===== src/rtl/led_seq_ctrl.sv =====
// Avalon-MM slave that drives two status LEDs from manual bits, a shared blink
// timebase, or a count-limited burst FSM. Reads are combinational, writes take one edge.
module led_seq_ctrl #(
  parameter int          PRESCALE   = 50000,
  parameter int          PRESCALE_W = 16,
  parameter logic [7:0]  PERIOD_RST = 8'd250
) (
  input  logic       clk,
  input  logic       reset_n,
  input  logic [1:0] address,
  input  logic       chipselect,
  input  logic       write_n,
  input  logic [7:0] writedata,
  output logic [7:0] readdata,
  output logic [1:0] led_out,
  output logic       burst_busy
);

  typedef enum logic [1:0] {S_IDLE, S_ON, S_OFF} state_t;

  localparam logic [PRESCALE_W-1:0] PRESC_MAX = PRESCALE_W'(PRESCALE - 1);

  // Bus handshake: a write is accepted on any edge where chipselect is high and
  // write_n is low; there is no wait-state or valid/ready back-pressure.
  logic wr_en, wr_manual, wr_mode, wr_period, wr_burst, burst_restart;
  assign wr_en         = chipselect && !write_n;
  assign wr_manual     = wr_en && (address == 2'd0);
  assign wr_mode       = wr_en && (address == 2'd1);
  assign wr_period     = wr_en && (address == 2'd2);
  assign wr_burst      = wr_en && (address == 2'd3);
  assign burst_restart = wr_burst && (writedata != 8'd0);

  logic [1:0]            manual_q;
  logic [3:0]            mode_q;
  logic [7:0]            period_q;
  logic [7:0]            remaining_q;
  logic [PRESCALE_W-1:0] presc_q;
  logic [7:0]            hp_q;
  logic                  phase_q;
  state_t                state_q;
  logic [1:0]            led_q;
  logic [1:0]            led_d;

  logic       tick, phase_end;
  logic [7:0] p_eff;
  assign tick      = (presc_q == PRESC_MAX);
  assign p_eff     = (period_q == 8'd0) ? 8'd1 : period_q;
  assign phase_end = tick && (hp_q == (p_eff - 8'd1));

  always_ff @(posedge clk or negedge reset_n) begin
    if (!reset_n) begin
      manual_q <= '0;
      mode_q   <= '0;
      period_q <= PERIOD_RST;
    end else begin
      if (wr_manual) manual_q <= writedata[1:0];
      if (wr_mode)   mode_q   <= writedata[3:0];
      if (wr_period) period_q <= writedata;
    end
  end

  // Timebase: a PERIOD write or a burst (re)start realigns the counters, so the
  // first half-period after either is always a full P_eff ticks long.
  always_ff @(posedge clk or negedge reset_n) begin
    if (!reset_n) begin
      presc_q <= '0;
      hp_q    <= '0;
      phase_q <= 1'b0;
    end else if (wr_period || burst_restart) begin
      presc_q <= '0;
      hp_q    <= '0;
      if (wr_period) phase_q <= 1'b0;
    end else begin
      presc_q <= tick ? '0 : presc_q + PRESCALE_W'(1);
      if (phase_end) begin
        hp_q    <= '0;
        phase_q <= ~phase_q;
      end else if (tick) begin
        hp_q <= hp_q + 8'd1;
      end
    end
  end

  always_comb begin
    led_d = '0;
    for (int i = 0; i < 2; i++) begin
      case (mode_q[2*i +: 2])
        2'b00:   led_d[i] = manual_q[i];
        2'b01:   led_d[i] = phase_q;
        2'b10:   led_d[i] = (state_q == S_ON);
        default: led_d[i] = 1'b0;
      endcase
    end
  end

  // Burst FSM; a BURST write always takes priority over a coincident phase_end.
  always_ff @(posedge clk or negedge reset_n) begin
    if (!reset_n) begin
      state_q     <= S_IDLE;
      remaining_q <= '0;
      led_q       <= '0;
    end else begin
      led_q <= led_d;
      if (wr_burst) begin
        if (writedata == 8'd0) begin
          state_q     <= S_IDLE;
          remaining_q <= '0;
        end else begin
          state_q     <= S_ON;
          remaining_q <= writedata;
        end
      end else if (phase_end) begin
        case (state_q)
          S_ON:  state_q <= S_OFF;
          S_OFF: begin
            if (remaining_q > 8'd1) begin
              state_q     <= S_ON;
              remaining_q <= remaining_q - 8'd1;
            end else begin
              state_q     <= S_IDLE;
              remaining_q <= '0;
            end
          end
          default: state_q <= S_IDLE;
        endcase
      end
    end
  end

  assign led_out    = led_q;
  assign burst_busy = (state_q != S_IDLE);

  always_comb begin
    readdata = '0;
    case (address)
      2'd0:    readdata = {6'd0, manual_q};
      2'd1:    readdata = {4'd0, mode_q};
      2'd2:    readdata = period_q;
      default: readdata = remaining_q;
    endcase
  end

endmodule

===== config.mk =====
export PLATFORM = sky130hd
export DESIGN_NAME = led_seq_ctrl
export DESIGN_NICKNAME = d
export VERILOG_FILES = /design/src/rtl/led_seq_ctrl.sv
export SDC_FILE = /design/constraint.sdc
export NUM_CORES = 1
export LEC_CHECK = 0
export CAP_MARGIN = 15
export CELL_PAD_IN_SITES_DETAIL_PLACEMENT = 1
export CELL_PAD_IN_SITES_GLOBAL_PLACEMENT = 2
export CORE_UTILIZATION = 38
export DETAILED_ROUTE_END_ITERATION = 6
export MAX_ROUTING_LAYER = met4
export PLACE_DENSITY_LB_ADDON = 0.12
export RECOVER_POWER = 25
export SYNTH_ARGS = -nofsm -noshare
export SYNTH_HDL_FRONTEND = slang
export SYNTH_SLANG_ARGS = --single-unit
export TNS_END_PERCENT = 100

===== constraint.sdc =====
create_clock -name clk -period 4.1 [get_ports clk]
set_input_delay 0.615 -clock clk [delete_from_list [all_inputs] [get_ports clk]]
set_output_delay 0.615 -clock clk [all_outputs]
set_load 0.03 [all_outputs]

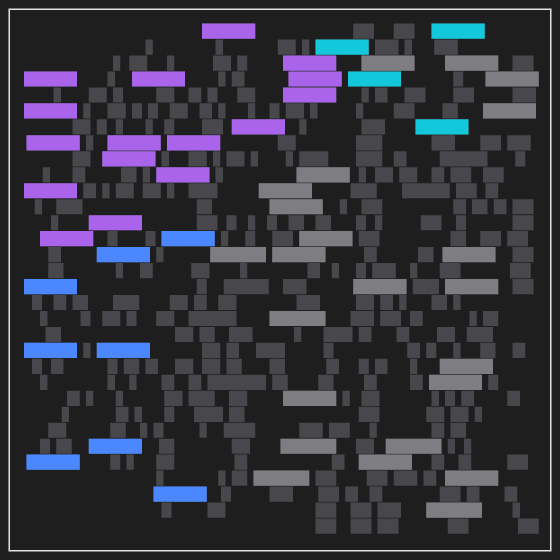
Figure 1: run 1, where the registers sit.
Other sequential cells in the stronger gray, the rest of the logic in the fainter gray.
| netlist name | color | placed flops |
|---|---|---|
| presc_q | purple | 16 |
| mode_q | cyan | 4 |
| hp_q | blue | 8 |
not colored: 23

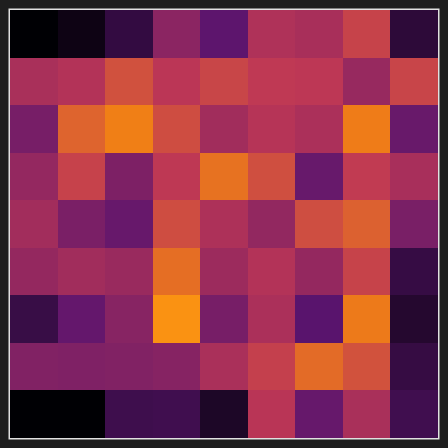
Figure 2: run 1, local utilization.
The die is cut into 9 by 9 equal tiles; black is low, pale yellow is high, 0 to 100% covered.
mean over tiles: 40%
densest ninth of the die: center
fullest tile: 76%
tiles over 75% full: 1.2%
nearly empty tiles: 3.7%
emptiest ninth of the die: lower left

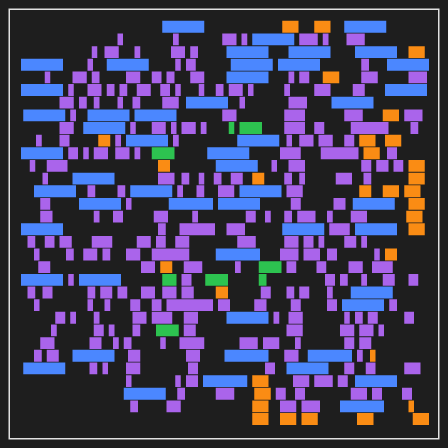
Figure 3: run 1, cell classes on the final placement.
| class | color | cells | share of their area |
|---|---|---|---|
| all other logic | purple | 246 | 51% |
| clock drivers and dummy loads | green | 8 | 2.5% |
| other buffers and delay cells | orange | 32 | 8.6% |
| flip-flops | blue | 51 | 38% |
placeable core region: 0.00777 mm^2
end-of-flow core utilization: 45.3%
Rows: 32
flop share of the area: 36.4%

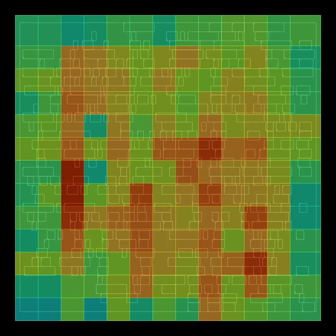
Figure 4: run 1, congestion heat map.
met3 global-route usage: 3.40%
global-route usage over all layers: 21.5%
met2 Use GR: 35.1%

==> flow report, run 1 <==
=================================================================================
Run status                                                           finished with violations
Violations in the final reports                                      capacitance limit, slew limit
Worst slew margin relative to its limit                                    -27.4%
Hold_buf cts                                                                    0
Hold_sp                                                              presc_q[0]$_DFF_PN0_
ANT cells                                                                       0
Combinational fraction of design power                                      29.2%
Slew of the pin with the lowest slew margin                               1.91 ns
Period utilisation layout                                                   82.8%
Proportion of synthesized area in mux cells                                 10.6%
Final count of pins violating max slew                                         33
Clock network fraction of design power                                      21.8%
Clock latency on the worst-skew pair                                      0.32 ns
Average routed wire per standard cell                                     18.1 um
Largest family of logic cells by area                                simple AND/OR/NAND/NOR gates
Avg Cell Area, Syn                                                      9.93 um^2
IO Count                                                                       25
Type of element capturing the critical path                              register
Die outline width                                                           92 um
# Max-Cap Violations                                                            1
Wl on met1                                                                3750 um
Clock tree from TritonCTS                                                     yes
Worst reg2reg startpoint                                             period_q[3]$_DFFE_PN1P_
Number of buffers added by the clock tree synthesis step                        5
Maximum number of pins on one net before global-route repair                   33
Relative area change from synthesis to final layout                         14.4%
Part of the Yosys area used for sequential elements                         41.7%
Critical Path Sink                                                   remaining_q[3]$_DFFE_PN0P_
Most common cell after layout, fill and taps aside                        dfrtp_1
Yosys stat chip area                                                 0.00308 mm^2
Top routing layer used                                                       met4
FF-to-FF setup slack                                                      0.71 ns
Hold Path Stages                                                                1
Final Instance Area                                                  0.00352 mm^2
Library cell occupying the most area in the post-synthesis netlist        dfrtp_1
Simple-Gate Fraction of Synth Area                                          21.6%
Unrepaired setup endpoints after global routing                                no
First-pass GRT wire length                                               13600 um
Total congestion overflow after global routing                                  0
Share of layout cells above drive strength 1                                13.9%
Post-detailed-route via-to-cell ratio                                        5.53
Worst clock skew on the final layout                                   0.00502 ns
Post-layout net count                                                         358
Number of DRC markers in iteration 0                                           48
P_sw                                                                     0.505 mW
Critical R2R Capture                                                 remaining_q[3]$_DFFE_PN0P_
Number of fill cells in the layout                                            903
Post-CTS Setup Inserts                                                          0
Synthesized cell area                                                0.00308 mm^2
Leading post-synthesis cells by instance count                       dfrtp_1 (45), nor2_1 (27), nand2_1 (25), mux2_2 (14)
Buffers added on ports                                                         24
Dominant cell area share                                                    36.6%
Warning total across the stage logs                                            29
Met1 GRT Util                                                               27.8%
Footprint of the multi-input gates                                   0.00169 mm^2
Worst setup path start                                               period_q[3]$_DFFE_PN1P_
Routed WL                                                                 7930 um
Number of global-route vias before repair                                    2598
XOR/XNOR Area Share                                                         6.26%
Die boundary height                                                         92 um
Post-synthesis cell type with the largest instance count                  dfrtp_1
Share of total power in sequential cells                                    49.0%
Pre-antenna DRT Iters                                                           4
Critical path fanouts, max                                                     15
Number of standard cells reported by yosys                                    310
Number of antenna violations at the first check in global routing               0
Cell at the root of the clock tree                                       clkbuf_8
Net switching fraction of the power                                         35.4%
Synth area leaders                                                   dfrtp_1 (37%), dfstp_2 (5.1%), mux2_2 (5.1%)
Post-Synth Adder-Cell Area                                                  3.25%
Cell internal pwr                                                        0.920 mW
CTS-repair resized insts                                                        0
Leakage                                                                   1.53 nW
Worst IR Drop VDD                                                      0.000206 V
Routed Antenna Nets                                                             0
Floorplan utilization                                                       39.6%
Maximum clock insertion buffer count                                            2
Post-synth net total                                                          332
Compound-gate portion of the synthesized area                               13.2%
Setup TNS after final layout                                                 0 ns
Cell Type Count                                                                57
Met2 routed WL                                                            3860 um
Flip-flops with a built-in enable                                               0
Highest Clock Rate                                                      0.295 GHz
Type of the worst setup path                                              reg2reg
Placed wire-length estimate after detailed placement                      5790 um
Cell area after placement                                            0.00344 mm^2
DRC violation count after routing                                               0
Final Hold Fails                                                                0
=================================================================================
[run 1: cell type report]
class | count | share of cell area [%]
multi-input combinational | 234 | 48.0
sequential | 51 | 36.4
timing repair buffer | 32 | 8.24
tap | 102 | 3.62
clock buffer | 6 | 2.06
inverter | 12 | 1.28
clock inverter | 2 | 0.391
[run 1: state kept, by name (all words and copies together), names as in the netlist]
signal       cells
hp_q             8
led_out          2
manual_q         2
mode_q           4
period_q         8
phase_q          1
presc_q         16
remaining_q      8
state_q          2
[run 1: power by group through the flow]
stage	Sequential [mW]	Combinational, mW	Clock (mW)
2_1_floorplan	0.674	0.295	0
3_3_place_gp	0.703	0.409	0
3_5_place_dp	0.708	0.418	0
4_1_cts	0.699	0.421	0.321
5_1_grt	0.714	0.459	0.333
6_report	0.698	0.416	0.310
[run 1: per-stage QoR]
stage / util (%) / power (mW) / worst slack, ns / hold slack, ns / std cells
2_1_floorplan: - / 0.968 / 0.931 / 0.319 / 310
3_5_place_dp: 44.3 / 1.13 / 0.722 / 0.456 / 431
6_report: 45.3 / 1.42 / 0.705 / 0.464 / 439
3_3_place_gp: 44.3 / 1.11 / 0.825 / 0.445 / 431
5_1_grt: 45.3 / 1.51 / 0.555 / 0.503 / 439
4_1_cts: 45.4 / 1.44 / 0.701 / 0.262 / 439
[run 1: kinds of logic after synthesis]
logic type | after synthesis
XOR/XNOR | 22
AND/OR/NAND/NOR | 124
flip-flops | 51
multiplexers | 27
buffers and inverters | 25
AND-OR/OR-AND | 53
adder cells (fa/ha/maj) | 8
[run 1: critical path, stage by stage, from the launching register on]
cell and delay, ns:
dfstp_2 0.41, or4_4 0.58, o41a_4 0.40, ha_1 0.25
nor3b_1 0.16, xnor2_1 0.13, or3_1 0.35, a2111oi_4 0.32
buf_4 0.27, a31oi_1 0.12, a211o_1 0.29
Figure 5. Cells by drive strength (run 1).
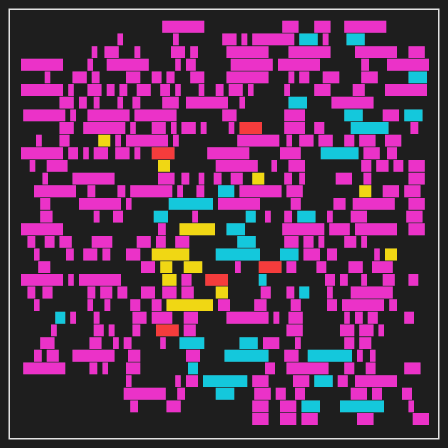

==> run 2: changes to the inputs <==
- clock period: 4.1 -> 3.46 ns (I/O delays scaled with it)
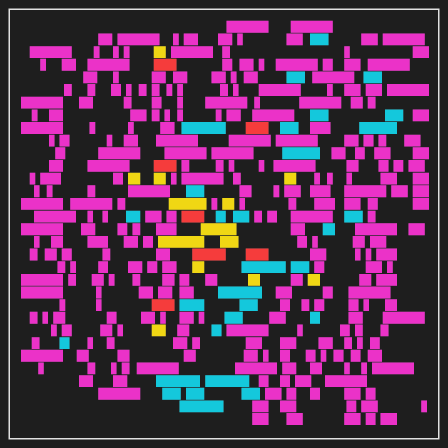
Figure 6: run 2, cells by drive strength.
| size | color | cells | most used |
|---|---|---|---|
| drive 6 and up | red | 7 | clkbuf_8 |
| drive 3 to 4 | yellow | 13 | buf_4 |
| drive 2 | cyan | 30 | mux2_2 |
| drive 1 or less | magenta | 287 | dfrtp_1 |

==> flow report, run 2 <==
==================================================================================
Run status                                                            finished with violations
Violations in the final reports                                       capacitance limit, slew limit
DRC violation count after routing                                                0
Simple-Gate Fraction of Synth Area                                           21.6%
Routed Antenna Nets                                                              0
Met3 global-route usage                                                      2.16%
Post-Synth Adder-Cell Area                                                   3.25%
Top routing layer used                                                        met4
Post-synth net total                                                           332
Cell breakdown of the critical path                                   or4_4 > o41a_4 > ha_1 > nor3b_1 > xnor2_1 > or3_1 > a2111oi_4 > buf_12 > a31oi_1 > a211o_1
Net switching fraction of the power                                          34.4%
Cell internal pwr                                                          1.11 mW
Total power                                                                1.70 mW
Leakage                                                                    1.54 nW
Warning total across the stage logs                                             29
Total congestion overflow after global routing                                   0
Clock transition at the registers of the reported paths                    0.10 ns
Kind of cell adding the most delay to the critical path               simple AND/OR/NAND/NOR gates
Placed wire-length estimate after detailed placement                       5550 um
Met2 Use GR                                                                  32.8%
Final Hold Fails                                                                 0
Largest family of logic cells by area                                 simple AND/OR/NAND/NOR gates
Post-synthesis cell type with the largest instance count                   dfrtp_1
Fin cells                                                                      439
Flip-flops with a built-in enable                                                0
Compound-gate portion of the synthesized area                                13.2%
Post-CTS Setup Inserts                                                           0
Primary flip-flop cell chosen by synthesis mapping                         dfrtp_1
Number of buffers added by the clock tree synthesis step                         5
End-of-flow core utilization                                                 45.7%
Pre-antenna DRT Iters                                                            4
Number of failing setup endpoints in the final timing report                     0
Routed WL                                                                  7540 um
Register with the highest flop count                                       presc_q
Setup TNS after final layout                                                  0 ns
Number of DRC markers in iteration 0                                           104
Rows                                                                            32
Worst hold slack                                                          0.473 ns
Proportion of synthesized area in mux cells                                  10.6%
Flip-flop count of the largest register, all copies and words added             16
#FFs+latches synth                                                              51
Worst clock skew on the final layout                                    0.00544 ns
Type of element capturing the critical path                               register
Part of the Yosys area used for sequential elements                          41.7%
Dominant cell area share                                                     36.6%
Worst slew margin relative to its limit                                     -31.7%
Buffers added on ports                                                          24
Relative area change from synthesis to final layout                          15.4%
Critical path data arrival time                                            3.45 ns
IO Count                                                                        25
P_sw                                                                      0.583 mW
Die outline width                                                            92 um
Avg Cell Area, Syn                                                       9.93 um^2
Library cell occupying the most area in the post-synthesis netlist         dfrtp_1
Met3 wire len                                                               113 um
Combinational fraction of design power                                       29.2%
Share of total power in sequential cells                                     48.3%
Cell Type Count                                                                 57
Most common cell after layout, fill and taps aside                         dfrtp_1
Most Used Layer, Global Route                                                 met2
Clock network fraction of design power                                       22.5%
Final count of pins violating max slew                                          36
Number of global-route vias before repair                                     2555
Critical path buffer and inverter count                                          1
Period utilisation layout                                                    93.8%
Area of the chip                                                      0.00846 mm^2
Critical path fanouts, max                                                      15
Yosys stat chip area                                                  0.00308 mm^2
Footprint of the multi-input gates                                    0.00169 mm^2
Share of layout cells above drive strength 1                                 14.8%
Floorplan utilization                                                        39.6%
Post-place setup slack                                                    0.157 ns
Global-route usage over all layers                                           20.4%
Type of the worst setup path                                               reg2reg
Highest Clock Rate                                                       0.308 GHz
Number of fill cells in the layout                                             895
Die boundary height                                                          92 um
# Max-Cap Violations                                                             1
Slew of the pin with the lowest slew margin                                1.98 ns
Clock tree from TritonCTS                                                      yes
Leading post-synthesis cells by instance count                        dfrtp_1 (45), nor2_1 (27), nand2_1 (25), mux2_2 (14)
Clock latency on the worst-skew pair                                       0.31 ns
Placeable core region                                                 0.00777 mm^2
Min setup slack post-route                                                0.213 ns
Cell at the root of the clock tree                                        clkbuf_8
Synthesized cell area                                                 0.00308 mm^2
Synth area leaders                                                    dfrtp_1 (37%), dfstp_2 (5.1%), mux2_2 (5.1%)
Most frequent logic cells in the routed design                        dfrtp_1 (45), nor2_1 (27), nand2_1 (25)
Unrepaired setup endpoints after global routing                                 no
Number of antenna violations at the first check in global routing                0
Final Instance Area                                                   0.00355 mm^2
Cell at the slowest stage of the critical path                               or4_4
Post-layout net count                                                          358
Number of standard cells reported by yosys                                     310
XOR/XNOR Area Share                                                          6.26%
Wl on met1                                                                 3780 um
Post-detailed-route via-to-cell ratio                                         5.44
Maximum clock insertion buffer count                                             2
Total power divided by cell area                                       477 mW/mm^2
Peak per-stage delay on the critical path                                  0.58 ns
Maximum number of pins on one net before global-route repair                    36
Worst IR Drop VDD                                                       0.000226 V
Cell area after placement                                             0.00345 mm^2
Met1 GRT Util                                                                27.6%
Placed cell count                                                              431
Met2 routed WL                                                             3560 um
Average routed wire per standard cell                                      17.2 um
==================================================================================
-- run 2: cell count changes in the layout (fill, tap and decap cells not counted), sizes merged --
cell	delta
buf	+1
clkinvlp	+1
clkinv	-1
clkbuf	-1
-- run 2: worst paths after layout --
check | from | to | slack (ns) | cells past startpoint
setup / recovery | period_q[3]$_DFFE_PN1P_ | remaining_q[6]$_DFFE_PN0P_ | 0.21 | 10
hold / removal | presc_q[0]$_DFF_PN0_ | presc_q[0]$_DFF_PN0_ | 0.47 | 1
setup reg to reg | period_q[3]$_DFFE_PN1P_ | remaining_q[6]$_DFFE_PN0P_ | 0.21 | 10
hold reg to reg | presc_q[0]$_DFF_PN0_ | presc_q[0]$_DFF_PN0_ | 0.47 | 1
max in group asynchronous | reset_n | period_q[1]$_DFFE_PN1P_ | 1.50 | 2
min in group asynchronous | reset_n | remaining_q[6]$_DFFE_PN0P_ | 0.74 | 1
-- run 2: power groups by stage --
stage	clock (mW)	combinational (mW)	sequential, mW
floorplan	0	0.349	0.799
global placement	0	0.494	0.826
detailed placement	0	0.500	0.832
CTS	0.399	0.502	0.819
global route	0.417	0.550	0.833
finish	0.382	0.495	0.819
-- run 2: kinds of logic (layout without fill, tap and decap cells) --
kind of cell    Yosys count  count (layout)
simple gates            124             124
fa+ha+maj                 8               8
flops                    51              51
mux                      27              27
xor+xnor                 22              22
compound gates           53              53
buf+inv                  25              52
-- run 2: what timing repair did --
action                                  4_1_cts  5_1_grt
hold buffers                                  0        0
gates resized                                 0        1
endpoints found under the setup margin        0        4
-- run 2: cell type report --
cell class	count	share of cell area (%)
Clock buffer	6	2.32
Tap cell	102	3.59
Inverter	12	1.27
Clock inverter	2	0.458
Sequential cell	51	36.1
Timing Repair Buffer	32	8.63
Multi-Input combinational cell	234	47.6
Power and IR drop assume default switching activity.
